### config.mk
export PLATFORM = sky130hd
export DESIGN_NAME = pc_fetch_unit
export DESIGN_NICKNAME = d
export VERILOG_FILES = /design/src/rtl/fetch_pkg.sv /design/src/rtl/pc_fetch_unit.sv
export SDC_FILE = /design/constraint.sdc
export NUM_CORES = 1
export LEC_CHECK = 0
export ABC_CLOCK_PERIOD_IN_PS = 8400
export CORE_AREA = 2 2 135 137
export CTS_BUF_LIST = sky130_fd_sc_hd__clkbuf_8
export DETAILED_ROUTE_END_ITERATION = 16
export DIE_AREA = 0 0 137 139
export PLACE_DENSITY_LB_ADDON = 0.08
export REMOVE_ABC_BUFFERS = 1
export SLEW_MARGIN = 30
export SYNTH_ARGS = -nofsm -noshare
export SYNTH_HDL_FRONTEND = slang
export SYNTH_SLANG_ARGS = --single-unit
### constraint.sdc
create_clock -name clk -period 8.4 [get_ports clk]
set_clock_uncertainty 0.05 [all_clocks]
set_input_delay 1.68 -clock clk [delete_from_list [all_inputs] [get_ports clk]]
set_output_delay 1.68 -clock clk [all_outputs]
set_load 0.02 [all_outputs]
### src/rtl/fetch_pkg.sv
// fetch_pkg: shared state encoding and constants for the instruction fetch front end
package fetch_pkg;
    typedef enum logic [1:0] {FETCH, DRAIN, PRESENT} fetch_state_t;
    localparam logic [31:0] NOP_WORD         = 32'h0000_0013;
    localparam logic [31:0] DEFAULT_RESET_PC = 32'h0000_0000;
endpackage

### src/rtl/pc_fetch_unit.sv
// pc_fetch_unit: PC owner and I-cache requester feeding the IF register (optional FETCH_MISALIGN_CHECK_EN)
module pc_fetch_unit import fetch_pkg::*; #(
    parameter logic [31:0] RESET_PC  = DEFAULT_RESET_PC,
    parameter logic [31:0] NOP_INSTR = NOP_WORD
) (
    input  logic        clk,
    input  logic        reset,
    input  logic        branch_jump_signal,
    input  logic [31:0] branch_target,
    input  logic        hold,
    output logic        imem_read,
    output logic [31:0] imem_address,
    input  logic [31:0] imem_readdata,
    input  logic        imem_busywait,
    output logic [31:0] pc_out,
    output logic [31:0] pc_4_out,
    output logic [31:0] instruction_out,
    output logic        busywait
`ifdef FETCH_MISALIGN_CHECK_EN
    ,
    output logic        misaligned_out
`endif
);
    fetch_state_t state_q, state_d;
    logic [31:0]  pc_q, pc_d, pc4_q, instr_q, instr_d, pend_q, pend_d, tgt;
    logic         active_q, jump, consume;
`ifdef FETCH_MISALIGN_CHECK_EN
    logic         mis_q, mis_d;
    assign consume        = !hold && !mis_q;
    assign misaligned_out = mis_q;
`else
    assign consume = !hold;
`endif

    // requests start only once reset has been released for one edge
    assign imem_read       = active_q && (state_q != PRESENT);
    assign imem_address    = pc_q;
    assign pc_out          = pc_q;
    assign pc_4_out        = pc4_q;
    assign instruction_out = instr_q;
    assign busywait        = state_q != PRESENT;

    // state, PC and presented-instruction registers
    always_ff @(posedge clk or negedge reset) begin
        if (!reset) begin
            state_q  <= FETCH;
            pc_q     <= RESET_PC;
            pc4_q    <= RESET_PC + 32'd4;
            instr_q  <= NOP_INSTR;
            pend_q   <= RESET_PC;
            active_q <= 1'b0;
`ifdef FETCH_MISALIGN_CHECK_EN
            mis_q    <= 1'b0;
`endif
        end else begin
            state_q  <= state_d;
            pc_q     <= pc_d;
            pc4_q    <= pc_d + 32'd4;
            instr_q  <= instr_d;
            pend_q   <= pend_d;
            active_q <= 1'b1;
`ifdef FETCH_MISALIGN_CHECK_EN
            mis_q    <= mis_d;
`endif
        end
    end

    // next state: redirects win over hold and data return; a live miss is drained, never abandoned
    always_comb begin
        state_d = state_q;
        pc_d    = pc_q;
        instr_d = instr_q;
        pend_d  = pend_q;
        jump    = 1'b0;
`ifdef FETCH_MISALIGN_CHECK_EN
        mis_d   = mis_q;
`endif
        tgt = (state_q == DRAIN && !branch_jump_signal) ? pend_q : branch_target;
        case (state_q)
            FETCH: if (active_q) begin
                if (branch_jump_signal && imem_busywait) begin
                    pend_d  = branch_target;
                    state_d = DRAIN;
                end else if (branch_jump_signal) begin
                    jump = 1'b1;
                end else if (!imem_busywait) begin
                    instr_d = imem_readdata;
                    state_d = PRESENT;
                end
            end
            DRAIN: begin
                if (!imem_busywait) jump = 1'b1;
                else if (branch_jump_signal) pend_d = branch_target;
            end
            PRESENT: begin
                if (branch_jump_signal) begin
                    jump = 1'b1;
                end else if (consume) begin
                    pc_d    = pc_q + 32'd4;
                    instr_d = NOP_INSTR;
                    state_d = FETCH;
                end
            end
            default: state_d = FETCH;
        endcase
        if (jump) begin
            instr_d = NOP_INSTR;
`ifdef FETCH_MISALIGN_CHECK_EN
            mis_d   = tgt[1:0] != 2'b00;
            state_d = mis_d ? PRESENT : FETCH;
            pc_d    = mis_d ? tgt : (tgt & ~32'd3);
`else
            state_d = FETCH;
            pc_d    = tgt & ~32'd3;
`endif
        end
    end
endmodule

### Floorplan with the power grid

Bar = 50 microns. Pins as bars on the die edge. Tap cells in gray.
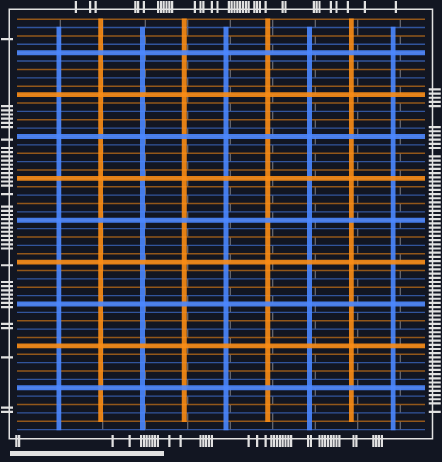
- orange: VDD
- blue: VSS
- met1 rails: 50
- rows: 49
- met4 straps: 9
- tap cells: 229
- signal pins: 199
core area: 0.0177 sq mm
Die X: 137 microns
Max VDD drop: 117 uV

### Placement by cell class

Bar = 50 microns.
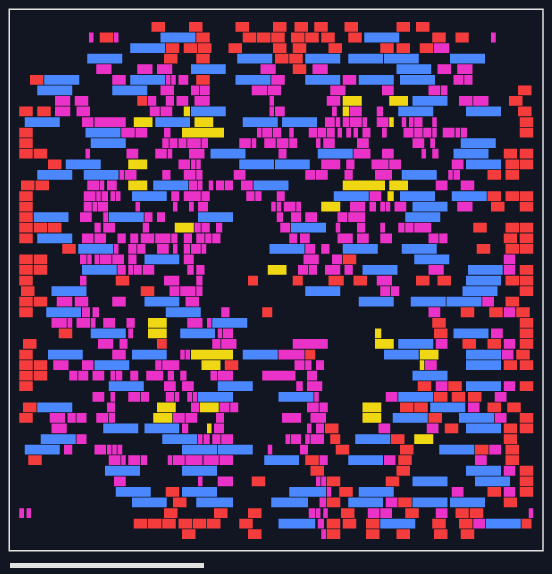
- blue: flip-flops (cells 125; share of their area 37%)
- red: other buffers and delay cells (cells 198; share of their area 23%)
- yellow: clock drivers and dummy loads (cells 31; share of their area 4.9%)
- magenta: all other logic (cells 396; share of their area 34%)
utilization after layout: 0.491
Site Rows: 49

### Clock wires, drivers and flops

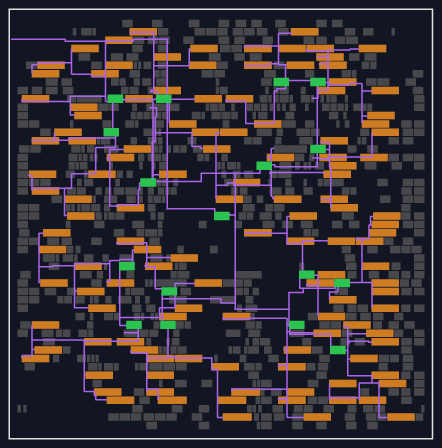
- purple: clock wires (length 1770 microns)
- orange: flip-flops (count 125)
- green: cells driving clock nets (count 17)
- flops lie: all over the die
clock network power share: 0.249
P_clk: 0.000553 W
Late-Pin Clk Latency: 440 ps

==> flow_summary_export.csv <==
group,metric,value,unit
worst_setup_path,arrival,5710,ps
worst_setup_path,path_cells,"clkdlybuf4s50_1, nor4b_4, nand4_2, nor3_1, mux2_2, o32a_1, nor4_2, nand4b_1, xnor2_1",
placement,place_ws,2470,ps
finish,syn_to_final_growth,36.1,%
yosys,netlist_area,0.00637,sq mm
status,status,"completed",
final_timing,final-hold-violation-count,0,
yosys,yosysTopAreaCell,"dfrtp_1",
power_and_ir_drop,power_density,257,mW/mm^2
clock_network,ctsRootBufferMaster,"clkbuf_8",
finish,drive_above_1_share,0.127,
grt,antenna_found_initial,0,
clock_network,cts_hold_buffers,0,
final_timing,fin_crit,5440,ps
grt,overflow,0,
worst_setup_path,worstPathRequired,8670,ps
clock_network,cts.sinks,125,
clock_network,cts_buffer_depth,2,
die,chipArea,0.0190,sq mm
worst_setup_path,cp_max_fo,15,
yosys,edf_count,0,
finish,finalNetCount,809,
final_timing,finalClockPeriodUsage,0.648,
drt,wl,17.0,mm
finish,flop_area,0.00313,sq mm
final_timing,max_freq,184,MHz
final_timing,relSlewSlack,0.403,
drt,routedWlPerCell,17.4,microns
final_timing,tightest_slew,889,ps
die,core_util_floorplan,0.361,
clock_network,htree_num_levels,4,
clock_network,clk_pin_slew,70,ps
worst_setup_path,crit_path_top_delay_cell,"nor4_2",
grt,grt_pass1_vias,4992,
yosys,syn_inst,581,
run,drv_cap,0,
yosys,yosys_warnings,0,
clock_network,cts_tree,"done",
yosys,ys_seq_frac,0.492,
### Routed metal, one color a layer

Bar = 50 microns. Only two layers are drawn.
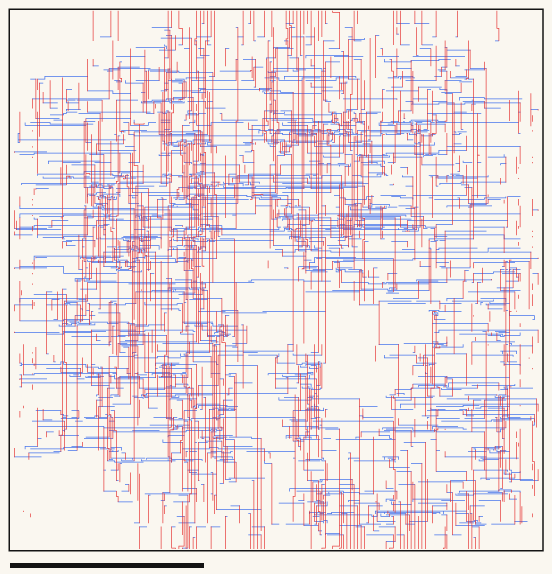
- red: met2 (wire length 8080 microns)
- blue: met1 (wire length 7640 microns)

### Placed standard cells

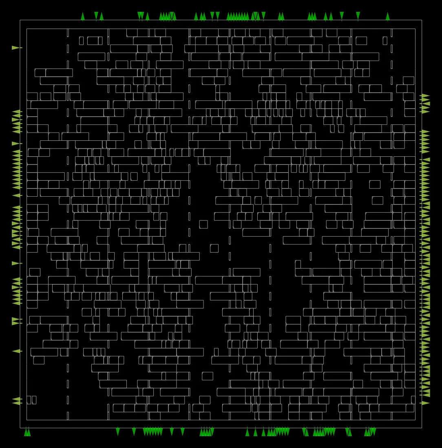
Filler cells: 1592
flop count: 125
# Taps: 229

## area by class of cell
type,count,share of cell area
timing repair buffer,198,0.227
multi-input combinational,386,0.327
clock inverter,10,0.0140
inverter,10,0.00433
sequential,125,0.362
clock buffer,21,0.0334
tap,229,0.0331
## flip-flops by register name (all words and copies together) (netlist names)
name / count
imem_address: 30
pend_q: 30
active_q: 1
state_q: 2
pc_4_out: 30
instruction_out: 32
## per-layer routing
metal  share of wire  vias up  track usage
met5               0        -            0
met4           0.011        0       0.0505
met3           0.064       20       0.0471
met2            0.48      167        0.291
met1            0.45     2429        0.240
li1                -     2371            -
## path summary, 6_finish.rpt
check / start / end / slack (ps) / depth (start not counted)
max reg2reg: state_q[1] / pc_4_out[31] / 4340 / 9
max: branch_jump_signal / pc_4_out[31] / 2960 / 9
min reg2reg: instruction_out[1] / instruction_out[1] / 420 / 2
min in group asynchronous: reset / instruction_out[12] / 1240 / 1
max in group asynchronous: reset / instruction_out[27] / 5650 / 2
min: instruction_out[1] / instruction_out[1] / 420 / 2
## per-stage QoR
stage | instances | total power (W) | hold slack (ps) | utilization
floorplan | 521 | 0.00127 | 430 | -
global placement | 947 | 0.00168 | 404 | 0.467
detailed placement | 948 | 0.00169 | 406 | 0.467
CTS | 979 | 0.00225 | 417 | 0.491
global route | 979 | 0.00235 | 440 | 0.491
finish | 979 | 0.00222 | 416 | 0.491
## critical path: cells and delay by family
| kind | cells | cell delay, ps |
|---|---|---|
| compound gates | 1 | 400 |
| xor+xnor | 1 | 180 |
| buf+inv | 1 | 660 |
| mux | 1 | 380 |
| simple gates | 5 | 2410 |
## logic make-up after synthesis
group / synth area share
adders and majority gates: 0.00393
other: 0.00118
AOI/OAI and AO/OA: 0.115
DFF: 0.492
muxes: 0.0906
buffers and inverters: 0.0690
xor gates and xnor gates: 0.0633
and+or+nand+nor: 0.165
## synth_stat cells, drive strengths merged (16+ instances only)
cell type	number
dfrtp	121
xor2	17
nor2	27
clkbuf	17
nand2	45
mux2i	20
a21oi	16
a211oi	16
nand4	16
xnor2	29
buf	48
a22o	29
mux2	32
## power by group
part           internal, W  switching, W  leakage, nW
registers         0.000736      0.000119         1.50
clock network     0.000318      0.000235        0.225
logic             0.000395      0.000421         1.70
Power is estimated from default activity; no workload was simulated.
